Signal wires on met1:
Scale bar: 20 um. Supply wires on this layer in grey.
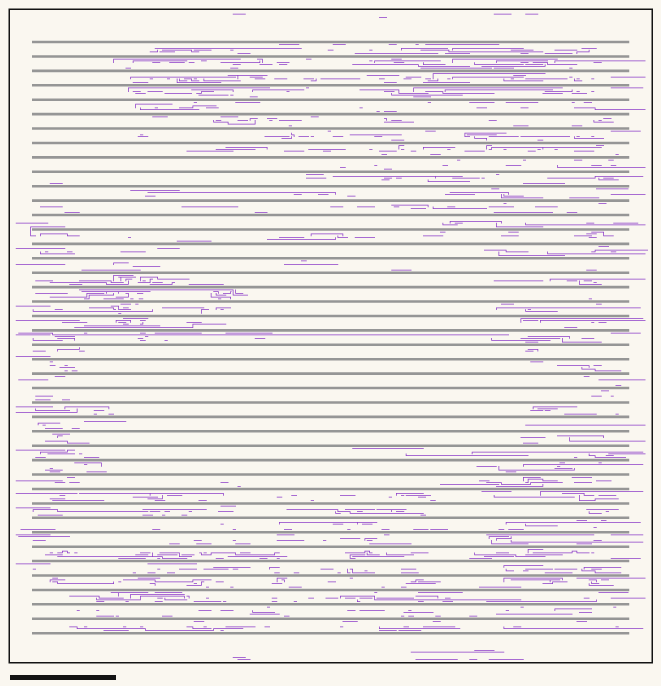
The metal 2 layer:
Cells faint in the background.
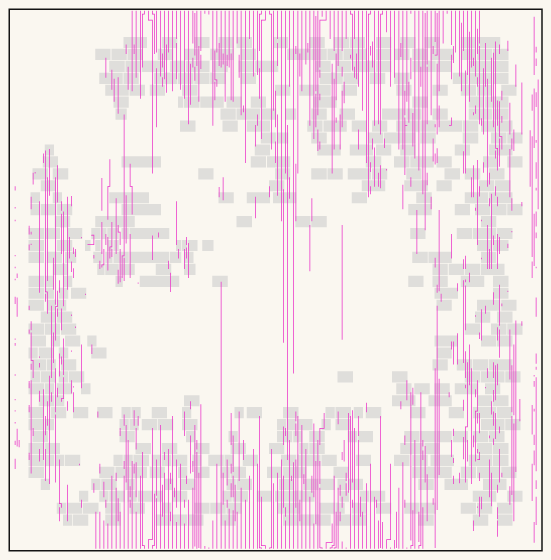
==> config.mk <==
export PLATFORM = sky130hd
export DESIGN_NAME = mem_arb2
export DESIGN_NICKNAME = d
export VERILOG_FILES = /design/src/rtl/mem_arb_pkg.sv /design/src/rtl/arb2_rr.sv /design/src/rtl/mem_arb2.sv
export SDC_FILE = /design/constraint.sdc
export NUM_CORES = 1
export LEC_CHECK = 0
export CAP_MARGIN = 20
export CORE_AREA = 4 4 117 119
export CTS_CLUSTER_DIAMETER = 30
export DETAILED_ROUTE_END_ITERATION = 16
export DIE_AREA = 0 0 121 123
export PLACE_DENSITY = 0.57
export SYNTH_ARGS = -nofsm -noshare
export SYNTH_HDL_FRONTEND = slang
export SYNTH_SLANG_ARGS = --single-unit
==> constraint.sdc <==
create_clock -name clk_i -period 4.9 [get_ports clk_i]
set_input_delay 0.98 -clock clk_i [delete_from_list [all_inputs] [get_ports clk_i]]
set_output_delay 0.98 -clock clk_i [all_outputs]
set_load 0.01 [all_outputs]
==> impl_metrics.py <==
# Synthesis and PnR figures
metrics = {
    "outcome": {
        "status": "completed",
    },
    "floorplanning": {
        "core-area_um2": 12600,
        "placementRows": 41,
        "pin_count": 308,
        "chip_area_um2": 14900,
        "fp.dieH_um": 123,
        "dieWidth_um": 121,
        "fp_util_pct": 14.1,
    },
    "timing": {
        "rsz0062_at_grt": "no",
        "period_needed_ns": 4.38,
        "slew-limit-headroom_pct": 55.7,
        "fin_setup_tns_ns": 0,
        "fmax_ghz": 0.228,
        "min_period_over_period_pct": 89.3,
        "worst_slew_pin_slew_ns": 0.665,
        "worst_clock_skew_ns": 0.000180,
        "drv_slew": 0,
        "finalSetupViolations": 0,
        "finalHoldViolations": 0,
    },
    "route": {
        "first_iter_violations": 49,
        "firstDrtPassIters": 4,
        "drc_errors": 0,
        "routed_via_density": 3.74,
        "wl_per_cell_um": 17.2,
    },
    "setup_path": {
        "rrSetupSlack_ns": 3.50,
        "reg2regPathDepth": 3,
        "critical_path_class": "in2out",
        "worstSetupEndpointType": "output port",
        "crit_path_max_incr_delay_ns": 0.56,
        "cp-start-kind": "input port",
        "path_depth": 6,
        "slowest_stage": "clkdlybuf4s50_1",
        "required_ns": 3.92,
        "crit_family": "buffers and inverters",
        "crit_fanout": 35,
        "critPathMostFrequentCell": "clkdlybuf4s50_1",
        "crit_chain": "clkdlybuf4s50_1, nand2_1, or2_4, buf_4, mux2_4, clkdlybuf4s50_1",
        "arrival_ns": 3.40,
    },
    "synth": {
        "yosys-stat-cells": 169,
        "synth_cell_types": 21,
        "syn_nets": 340,
        "synthCells": 169,
        "yosys.area.top_type_share_pct": 55.9,
        "synthTopCellsByArea": "mux2_4 56%, and2_1 23%, buf_12 6.8%",
        "ys_area_um2": 1770,
        "largest_area_cell": "mux2_4",
        "synth_warnings": 0,
        "yosys_register_bits": 4,
        "syn_area_per_cell_um2": 10.5,
    },
    "clock_tree": {
        "cts_sinks": 4,
        "numCtsBuffers": 3,
        "insertion_delay_ns": 0.22,
        "clockBufferDepth": 2,
        "post-cts-setup-buffer-count": 0,
        "post_cts_resized": 0,
        "cts_root_buffer": "clkbuf_16",
        "cts_tree": "done",
        "clk_pin_slew_ns": 0.03,
        "postCtsHoldBufs": 0,
        "h-tree-depth": 1,
    },
    "placement": {
        "hpwl_um": 9590,
        "place_congestion": 0.777,
        "port_buffers": 307,
    },
    "min_path": {
        "hp-class": "reg2reg",
        "whs_path_depth": 1,
    },
    "grt": {
        "grt_overflow_total": 0,
        "grt_max_degree": 36,
        "first_global_vias": 2575,
        "antenna_found_initial": 0,
        "top_usage_layer": "met2",
        "grt_first_pass_wirelength_um": 15000,
        "grt.total_usage_pct": 13.0,
    },
    "cells_and_area": {
        "layout.nets": 644,
        "diodes": 0,
        "lay_top_count": "clkdlybuf4s50_1",
        "drive_gt1_share_pct": 16.3,
        "lay_top_cells": "307 x clkdlybuf4s50_1, 66 x mux2_4, 65 x and2_1, 5 x buf_4",
    },
    "power_and_ir_drop": {
        "fin_total_pwr_mw": 0.615,
        "ir_drop_v": 0.0000702,
        "power_leakage_nw": 2.13,
        "power_density_nw_per_um2": 122,
    },
    "job": {
        "log.warning_count": 26,
        "cap_violations": 0,
    },
}
Back to the opening pictures, 'signal wires on met1':
share of all routed wire	35%
nets with wire on the layer	553
via count: 2406
met1 Use GR: 13.8%
WL final: 11100 um

Back to the opening pictures, 'the metal 2 layer':
nets with wire on the layer	569
longest straight run	82.4 um
main direction	vertical
met2 global-route usage: 25.1%

==> through the flow <==
stage	setup WS (ns)	util [%]	cells	hold slack [ns]	area [um^2]
final	0.522	40.0	643	0.447	5030
after floorplan	1.98	-	169	0.471	1770
after global routing	0.389	40.0	643	0.470	5030
after global placement	0.550	39.4	640	0.454	4950
after detailed placement	0.481	39.4	640	0.443	4950
after CTS	0.487	40.0	643	0.454	5030
==> layout make-up <==
cell class                 instances  area [um^2]
clock buffer                       3         75.1
fill                            1250         7540
multi-input combinational        149         1500
inverter                           2         7.51
sequential                         4          100
tap                              172          215
timing repair buffer             313         3130
==> synth_stat cells <==
cell	instances
o21ai_0	2
inv_2	1
o21a_1	1
buf_6	1
inv_1	1
and2_1	65
buf_8	1
nand2_1	4
nor2b_1	1
dfrtp_1	4
o211a_1	1
o31ai_1	1
a21o_1	1
or2_1	1
or2_0	1
mux2_4	66
o21ai_1	2
clkbuf_1	6
nor2_1	2
buf_12	6
and3_1	1
==> cell families after synthesis <==
logic type,count (synthesis),synth area share [%]
AND-OR/OR-AND,8,2.96
flip-flops,4,5.64
multiplexers,66,55.9
AND/OR/NAND/NOR,75,25.6
buffers and inverters,16,9.94
==> power breakdown <==
part           internal, mW  leakage (nW)  total, mW  switching (mW)
Sequential           0.0374        0.0454     0.0407         0.00334
Clock                 0.104        0.0370      0.127          0.0228
Combinational         0.310          2.05      0.447           0.138
==> worst reg2reg max path, stage by stage, from the launching register on <==
cell and delay (ns):
dfrtp_1 0.39, and2_1 0.15, or2_4 0.43, o211a_1 0.30
==> layer usage <==
layer / routed length, um / vias to the layer above
met5: 0 / -
met4: 86 / 0
met3: 1240 / 6
met2: 5890 / 145
met1: 3840 / 1078
li1: - / 1177
Power is estimated from default activity; no workload was simulated.
